**The metal 1 layer**

The bar under the picture is 50 um long. Cells faint in the background.
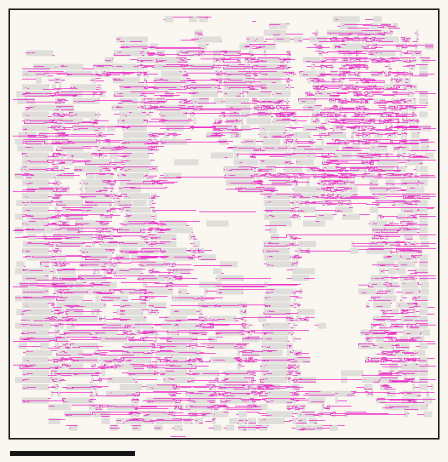
**Metal 2**

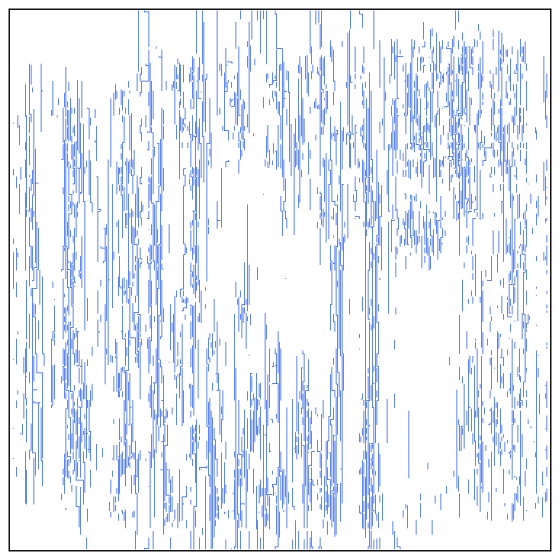
**Met3 routing**

The bar under the picture is 50 um long.
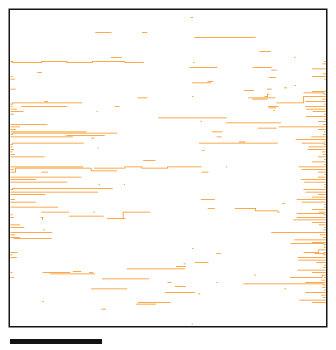
**Metal 4**

The bar under the picture is 50 um long.
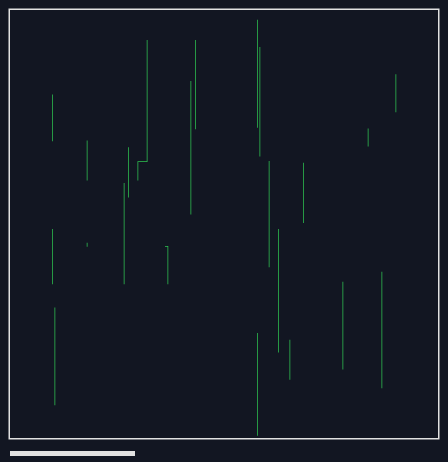
**Clock wiring as the flow saved it**

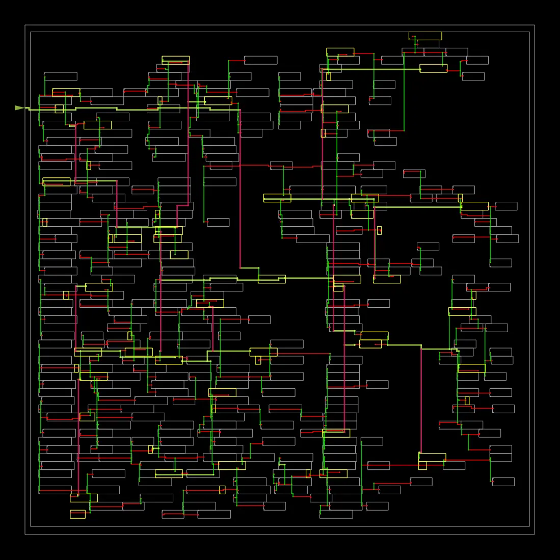
==> config.mk <==
export PLATFORM = sky130hd
export DESIGN_NAME = nvdla_csb_sequencer
export DESIGN_NICKNAME = d
export VERILOG_FILES = /design/src/rtl/nvdla_csb_sequencer_pkg.sv /design/src/rtl/nvdla_csb_sequencer_cmd_fifo.sv /design/src/rtl/nvdla_csb_sequencer.sv
export SDC_FILE = /design/constraint.sdc
export NUM_CORES = 1
export LEC_CHECK = 0
export ABC_AREA = 1
export CAP_MARGIN = 20
export CORE_MARGIN = 1.5
export CORE_UTILIZATION = 45
export DETAILED_ROUTE_END_ITERATION = 12
export GPL_TIMING_DRIVEN = 0
export PLACE_DENSITY = 0.71
export REMOVE_ABC_BUFFERS = 1
export SLEW_MARGIN = 20
export SYNTH_ARGS = -nofsm -noshare
export SYNTH_HDL_FRONTEND = slang
export SYNTH_SLANG_ARGS = --single-unit
==> constraint.sdc <==
create_clock -name clk_i -period 6.7 [get_ports clk_i]
set_input_delay 0.67 -clock clk_i [delete_from_list [all_inputs] [get_ports clk_i]]
set_output_delay 0.67 -clock clk_i [all_outputs]
set_load 0.005 [all_outputs]
==> impl_metrics.ini <==
; flow metrics
[timing]
fin_tns_setup_ns = 0
period_minus_ws_final_ns = 2.77
number_of_pins_exceeding_their_max_slew_limit_in_the_final_report = 0
min_period_over_period_pct = 41.3
finalWorstSetupSlack_ns = 3.93
max_slew_margin_pct = 33.8
fmax_ghz = 0.361
grt_setup_unrepaired = false
worst_slew_pin_slew_ns = 0.992
report.final.setup_viol = 0

[detailed_routing]
route.detailed.drc = 0
met2RoutedLength_um = 13800
drt_iter0_drc = 570
avgViaCountPerCell = 5.09
detailroute.wirelength.met3_um = 2170
number_of_nets_still_failing_antenna_checks_after_routing = 0
highest-signal-layer = met5

[power_and_ir_drop]
pwr_density_cell_nw_per_um2 = 274

[synth]
post_synth_mux_area_share_pct = 0
top_logic_kind = simple AND/OR/NAND/NOR gates
netlist-cell-type-count = 29
yosys.stat.chipArea_sq_um = 12700
ys.warnings.count = 0
ys_sh_aoi_pct = 11.6
synth.cellmix.simpleShare_pct = 15.1
yosys_cells = 1262
syn_inst = 1262
dominantRegCellSynth = sky130_fd_sc_hd__edfxtp_1
netlist_top_cells_area = sky130_fd_sc_hd__edfxtp_1 47%, sky130_fd_sc_hd__dfxtp_1 18%, sky130_fd_sc_hd__nor2_1 9.9%
synth_flop_count = 313
synth_area_sq_um = 12700
adder_share_pct = 0.749

[placed_design]
port-buffer-count = 191
routabilityCongestion = 0.863
post-place-cells = 1735

[worst_hold_path]
worstHoldPathType = reg2reg
number_of_cells_on_the_worst_hold_path = 2

[cts]
cts_hold_repair.buffers = 0
clock_tree.buffer_depth = 3
tritoncts_clock_tree = done
clock_latency_late_sink_ns = 0.52
cts_htree_levels = 2
post_cts_buffers = 0

[global_routing]
grt_start_max_net_pins = 79
vias_in_the_first_global_route = 8676

[layout]
largest_register_ff_count = 200
n_fill_cell = 2346
finish.net_count = 1505
flow.area_growth_from_synthesis_pct = 26.1
lay_top_cells = 328 x sky130_fd_sc_hd__nor2_1, 200 x sky130_fd_sc_hd__edfxtp_1, 198 x sky130_fd_sc_hd__o21ai_0

[floorplan]
core_util_floorplan_pct = 45.7
die_w_um = 171

[run]
max-cap-violations = 0
warnings = 28

[worst_setup_path]
cp.buffers_inverters = 1
crit_path_cell_trace = nor3_1 > nand2_1 > clkdlybuf4s50_1
timing.critical_path.fanout_max = 3
setup.reg_to_reg.worst_slack_ns = 4.31

[outcome]
run_status = complete, no violations
About 'the metal 1 layer':
The layer holds 41% of the routed length. The longest straight run is 59.6 um. 1354 nets have wire on it.
total detailed-routing wirelength: 28200 um
via count: 9148
met1 layer usage reported by global route: 22.7%

About 'metal 2':
The longest straight run is 81.6 um. The layer carries 13800 um of wire. The wires run mostly vertical. The layer holds 49% of the routed length. 1173 nets have wire on it.
met2 GRT Util: 34.4%

About 'met3 routing':
182 nets have wire on it. The longest straight run is 56.4 um. The layer holds 7.7% of the routed length. The layer carries 2170 um of wire. The wires run mostly horizontal.
met3 Use GR: 5.20%

About 'metal 4':
The layer carries 680 um of wire. The longest straight run is 53.0 um.

About 'clock wiring as the flow saved it':
worst-case clock skew: 0.0119 ns
layout sequential cell count: 313
total clock network power: 1.76 mW
clock buffer instance count of the final layout: 47
Clock Sinks: 313

## power breakdown
group | internal [mW] | switching [mW]
sequential | 2.13 | 0.0400
clock | 1.02 | 0.742
combinational | 0.211 | 0.245
total | 3.35 | 1.03
## area by class of cell
type	instances	area, sq um	area share (%)
diodes	1	2.50	0.0156
clock buffers	47	920	5.74
clock inverters	15	144	0.899
inverters	56	214	1.34
multi-input cells	779	3610	22.6
flip-flops and latches	313	8280	51.7
well taps	378	473	2.95
repair buffers	209	2370	14.8
## tightest hold or removal path: stages, from the launching register on
cell and delay [ns]:
sky130_fd_sc_hd__dfxtp_1 0.31, sky130_fd_sc_hd__nand2_1 0.06, sky130_fd_sc_hd__a21oi_1 0.06
Power is estimated from default activity; no workload was simulated.
